PDN straps and rails:
The bar under the picture is 20 um long. Pins as bars on the die edge. Tap cells in gray.
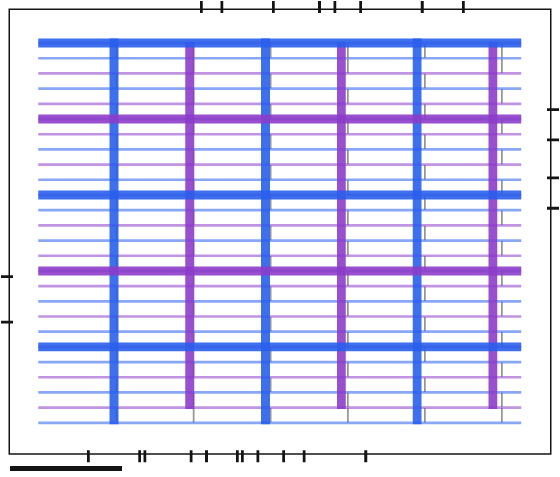
Cell classes on the final placement:
The bar under the picture is 20 um long.
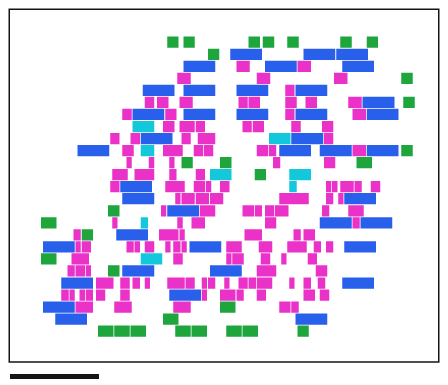
Clock network drawn from the DEF:
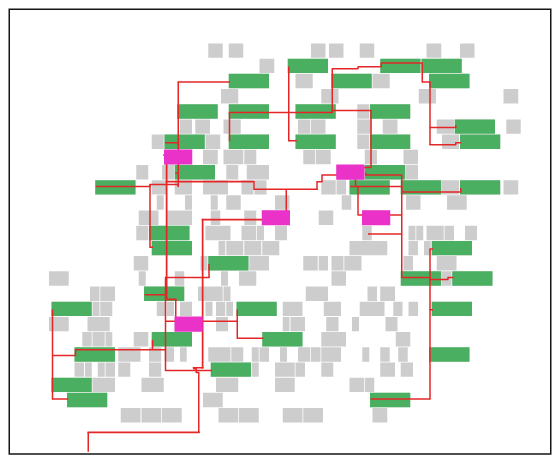
Routed metal, one color a layer:
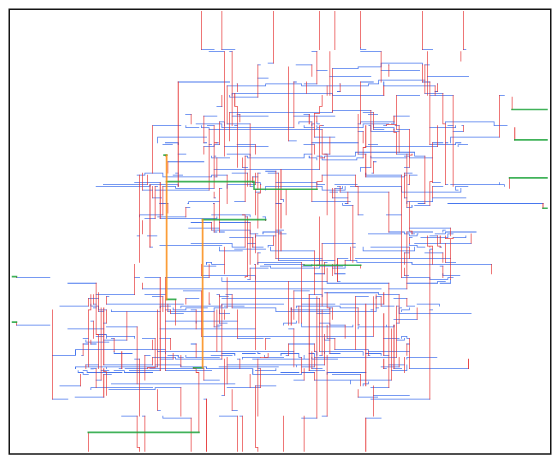
## src/rtl/spi_slave.sv

```systemverilog
// ============================================================================
//  Module   : spi_slave
//  Brief    : SPI slave front end for a single-port RAM; optional frame_err
//             output enabled by defining SPI_FRAME_ERR_EN.
//  Revision : 1.0
// ============================================================================
`default_nettype none

module spi_slave #(
    parameter int ADDR_SIZE = 8
) (
    input  logic                   clk,
    input  logic                   rst_n,
    input  logic                   SS_n,
    input  logic                   MOSI,
    output logic                   MISO,
    output logic [ADDR_SIZE+1:0]   rx_data,
    output logic                   rx_valid,
    input  logic [ADDR_SIZE-1:0]   tx_data,
    input  logic                   tx_valid
`ifdef SPI_FRAME_ERR_EN
    ,
    output logic                   frame_err
`endif
);

    localparam int WORD_W = ADDR_SIZE + 2;
    localparam int BCNT_W = $clog2(WORD_W + 1);
    localparam int MCNT_W = $clog2(ADDR_SIZE + 1);
    localparam logic [BCNT_W-1:0] BIT_LAST  = BCNT_W'(WORD_W - 1);
    localparam logic [BCNT_W-1:0] BIT_DONE  = BCNT_W'(WORD_W);
    localparam logic [MCNT_W-1:0] MISO_DONE = MCNT_W'(ADDR_SIZE);

    typedef enum logic [2:0] {
        IDLE      = 3'd0,
        CHK_CMD   = 3'd1,
        WRITE     = 3'd2,
        READ_ADD  = 3'd3,
        READ_DATA = 3'd4
    } state_t;

    state_t                 state_q;
    logic [WORD_W-1:0]      shift_q;
    logic [BCNT_W-1:0]      bit_cnt_q;
    logic [ADDR_SIZE-1:0]   tx_shift_q;
    logic [MCNT_W-1:0]      miso_cnt_q;
    logic                   rd_addr_seen_q;
    logic [WORD_W-1:0]      rx_data_q;
    logic                   rx_valid_q;
    logic                   miso_q;
    logic [WORD_W-1:0]      shift_d;
`ifdef SPI_FRAME_ERR_EN
    logic                   frame_err_q;
`endif

    assign shift_d  = {shift_q[WORD_W-2:0], MOSI};
    assign rx_data  = rx_data_q;
    assign rx_valid = rx_valid_q;
    assign MISO     = miso_q;
`ifdef SPI_FRAME_ERR_EN
    assign frame_err = frame_err_q;
`endif

    always_ff @(posedge clk) begin
        if (!rst_n) begin
            state_q        <= IDLE;
            shift_q        <= '0;
            bit_cnt_q      <= '0;
            tx_shift_q     <= '0;
            miso_cnt_q     <= '0;
            rd_addr_seen_q <= 1'b0;
            rx_data_q      <= '0;
            rx_valid_q     <= 1'b0;
            miso_q         <= 1'b0;
`ifdef SPI_FRAME_ERR_EN
            frame_err_q    <= 1'b0;
`endif
        end else begin
            rx_valid_q <= 1'b0;
`ifdef SPI_FRAME_ERR_EN
            frame_err_q <= 1'b0;
`endif
            case (state_q)
                IDLE: begin
                    if (!SS_n) state_q <= CHK_CMD;
                end
                CHK_CMD: begin
                    if (SS_n)                state_q <= IDLE;
                    else if (!MOSI)          state_q <= WRITE;
                    else if (rd_addr_seen_q) state_q <= READ_DATA;
                    else                     state_q <= READ_ADD;
                end
                WRITE, READ_ADD, READ_DATA: begin
                    if (SS_n) begin
                        // Deselect beats everything, including a final bit on this edge.
                        state_q    <= IDLE;
                        shift_q    <= '0;
                        bit_cnt_q  <= '0;
                        tx_shift_q <= '0;
                        miso_cnt_q <= '0;
                        miso_q     <= 1'b0;
`ifdef SPI_FRAME_ERR_EN
                        frame_err_q <= (bit_cnt_q != BIT_DONE) ||
                                       ((state_q == READ_DATA) && (miso_cnt_q != MISO_DONE));
`endif
                    end else if (bit_cnt_q != BIT_DONE) begin
                        shift_q   <= shift_d;
                        bit_cnt_q <= bit_cnt_q + 1'b1;
                        if (bit_cnt_q == BIT_LAST) begin
                            rx_data_q  <= shift_d;
                            rx_valid_q <= 1'b1;
                            if (state_q == READ_ADD)  rd_addr_seen_q <= 1'b1;
                            if (state_q == READ_DATA) rd_addr_seen_q <= 1'b0;
                        end
                    end else if (state_q == READ_DATA) begin
                        // miso_cnt_q == 0 means still waiting for the RAM.
                        if (miso_cnt_q == '0) begin
                            if (tx_valid) begin
                                miso_q     <= tx_data[ADDR_SIZE-1];
                                tx_shift_q <= tx_data << 1;
                                miso_cnt_q <= MCNT_W'(1);
                            end
                        end else if (miso_cnt_q != MISO_DONE) begin
                            miso_q     <= tx_shift_q[ADDR_SIZE-1];
                            tx_shift_q <= tx_shift_q << 1;
                            miso_cnt_q <= miso_cnt_q + 1'b1;
                        end else begin
                            miso_q <= 1'b0;
                        end
                    end
                end
                default: state_q <= IDLE;
            endcase
        end
    end

endmodule

`default_nettype wire

```

## config.mk

```make
export PLATFORM = sky130hd
export DESIGN_NAME = spi_slave
export DESIGN_NICKNAME = d
export VERILOG_FILES = /design/src/rtl/spi_slave.sv
export SDC_FILE = /design/constraint.sdc
export NUM_CORES = 1
export LEC_CHECK = 0
export CORE_ASPECT_RATIO = 0.8
export CORE_MARGIN = 5
export CORE_UTILIZATION = 30
export DETAILED_ROUTE_END_ITERATION = 16
export GPL_ROUTABILITY_DRIVEN = 0
export PLACE_DENSITY = 0.48
export SYNTH_ARGS = -nofsm -noshare
export SYNTH_HDL_FRONTEND = slang
export SYNTH_SLANG_ARGS = --single-unit
```

## constraint.sdc

```tcl
create_clock -name clk -period 2.8 [get_ports clk]
set_clock_uncertainty 0.2 [all_clocks]
set_input_delay 0.28 -clock clk [delete_from_list [all_inputs] [get_ports clk]]
set_output_delay 0.28 -clock clk [all_outputs]
set_load 0.1 [all_outputs]
```

==> results.txt <==
impl run done, here's what came out: arrival time of the worst setup path=2.06 ns, status=finished clean, Buf/Inv on CP=1, min cycle time layout=2.09 ns, Critical Path RT=2.77 ns, CP Launch Type=flop, Cell area leaders=dfxtp_1, nor2b_1, a22o_1, Pwr Density=459 nW/um2, simple-gate portion of the synthesized area=0.224, Top logic family=simple AND/OR/NAND/NOR gates, Mapped Cells=191, total number of yosys warnings=0, n_diodes=0, ys cells=191, DRT antenna net count=0, Setup Buffers After CTS=0, final hold vios=0, Yosys chip area=1800 um2, Syn Nets=209, Clk pin slew, worst setup/hold paths=0.08 ns, Leakage=0.837 nW, initial antenna violation count=0, DRC Markers=0, Tcrit/Tclk final=0.746, Synth Cell Area=1800 um2, Area leader share=0.444, fp_density=0.307, CTS tree=built, CP Capture Type=flop, syn_area_per_cell=9.45 um2, sw power=235 uW, max_slew headroom=0.591, CP Max Fanout=7
Back to the opening pictures, 'PDN straps and rails':
| net | color |
|---|---|
| VDD | purple |
| VSS | blue |
met4 straps: 6
rows: 25
met5 straps: 5
die y size: 79.4 um
VDD IR max: 148 uV
core box area: 5880 um2
width of the die: 96.7 um

Back to the opening pictures, 'cell classes on the final placement':
| class | color | cells |
|---|---|---|
| other buffers and delay cells | green | 30 |
| clock drivers and dummy loads | cyan | 8 |
| flops | blue | 40 |
| all other logic | magenta | 139 |
design area: 2200 um2
Finished Core Util: 0.374

Back to the opening pictures, 'clock network drawn from the DEF':
[cells driving clock nets] magenta | count: 5
[clock wires] red | length: 536 um
[flip-flops] green | count: 40
flops lie: spread over the die
routed clock nets: 6
Clock power frac: 0.372
Clock net power: 376 uW

Back to the opening pictures, 'routed metal, one color a layer':
| layer | color | wire length |
|---|---|---|
| met3 | green | 93.6 um |
| met2 | red | 1590 um |
| met4 | orange | 52.4 um |
| met1 | blue | 2120 um |
Vias: 1440
final WL: 3850 um
GRT Resource Usage Total: 0.106
post-DR wirelength/cell: 12.9 um

through the flow:
| step | total power, mW | util | cells | cell area (um2) | hold slack (ns) |
|---|---|---|---|---|---|
| floorplan | 0.619 | - | 191 | 1800 | 0.206 |
| global placement | 0.648 | 0.359 | 290 | 2110 | 0.249 |
| detailed placement | 0.648 | 0.359 | 290 | 2110 | 0.255 |
| CTS | 1.03 | 0.374 | 298 | 2200 | 0.267 |
| global route | 1.06 | 0.374 | 298 | 2200 | 0.289 |
| finish | 1.01 | 0.374 | 298 | 2200 | 0.263 |
sequential cells by signal, summed over array words and instances (netlist names):
name	count
rx_data	10
miso_cnt_q	4
tx_shift_q	7
MISO	1
bit_cnt_q	4
state_q	3
rx_valid	1
rd_addr_seen_q	1
shift_q	9
cell usage after synthesis, types with 2 or more instances:
cell type and instances:
o21ai_0 9, mux2i_1 4, buf_2 3, nor3_1 2, clkbuf_1 9, a21oi_1 4
nand4_1 10, ha_1 5, dfxtp_1 40, a22o_1 9, nand2b_1 2, mux2_2 7
nand3b_1 2, nand3_1 8, a22oi_1 10, nor2b_1 16, nand2_1 14, a211oi_1 2
xor2_1 2, nor2_1 5, inv_1 6
cells in the final DEF (no fill, tap or decap), drive strengths merged, types with 4 or more instances in the layout:
cell           count
dfxtp             40
buf               18
nor2b             16
nand2             14
clkdlybuf4s50     12
a22oi             10
nand4             10
o21ai             10
a22o               9
nand3              8
mux2               7
inv                6
nor2               5
ha                 5
clkbuf             5
mux2i              4
a21oi              4
clkinv             4
worst register-to-register path, stage by stage, from the launching register on:
cell,delay (ns)
dfxtp_1,0.35
inv_1,0.09
ha_1,0.23
nor3b_2,0.51
mux2_2,0.41
nand4_1,0.09
o21ai_0,0.09
layer usage:
layer | vias to the layer above | share of wire | global-route usage
met5 | - | 0 | 0
met4 | 0 | 0.013 | 0.0463
met3 | 5 | 0.024 | 0.0272
met2 | 16 | 0.41 | 0.143
met1 | 675 | 0.55 | 0.157
li1 | 744 | - | -
cell type report:
| type | instances | area [um2] | area share |
|---|---|---|---|
| clock buffer | 5 | 68.8 | 0.0313 |
| inverter | 7 | 26.3 | 0.0119 |
| clock inverter | 3 | 18.8 | 0.00853 |
| multi-input combinational | 132 | 928 | 0.422 |
| timing repair buffer | 30 | 255 | 0.116 |
| tap | 81 | 101 | 0.0461 |
| sequential | 40 | 801 | 0.364 |
kinds of logic (layout without fill, tap and decap cells):
kind of cell               after synthesis  in the layout
AOI/OAI and AO/OA                       45             45
xor gates and xnor gates                 2              2
adders and majority gates                5              5
buffers and inverters                   19             45
DFF                                     40             40
muxes                                   11             11
and+or+nand+nor                         69             69
power groups by stage:
stage / combinational [mW] / sequential, mW / clock (mW)
6_report: 0.0599 / 0.574 / 0.376
2_1_floorplan: 0.0345 / 0.585 / 0
3_5_place_dp: 0.0604 / 0.588 / 0
5_1_grt: 0.0658 / 0.575 / 0.415
4_1_cts: 0.0605 / 0.575 / 0.394
3_3_place_gp: 0.0605 / 0.588 / 0
final timing paths:
kind                        end  slack [ns]  cells after the start
setup reg to reg  tx_shift_q[2]        0.71                      6
hold / removal    tx_shift_q[4]        0.26                      2
hold reg to reg   tx_shift_q[4]        0.26                      2
setup / recovery  tx_shift_q[2]        0.71                      6
Power and IR drop assume default switching activity.
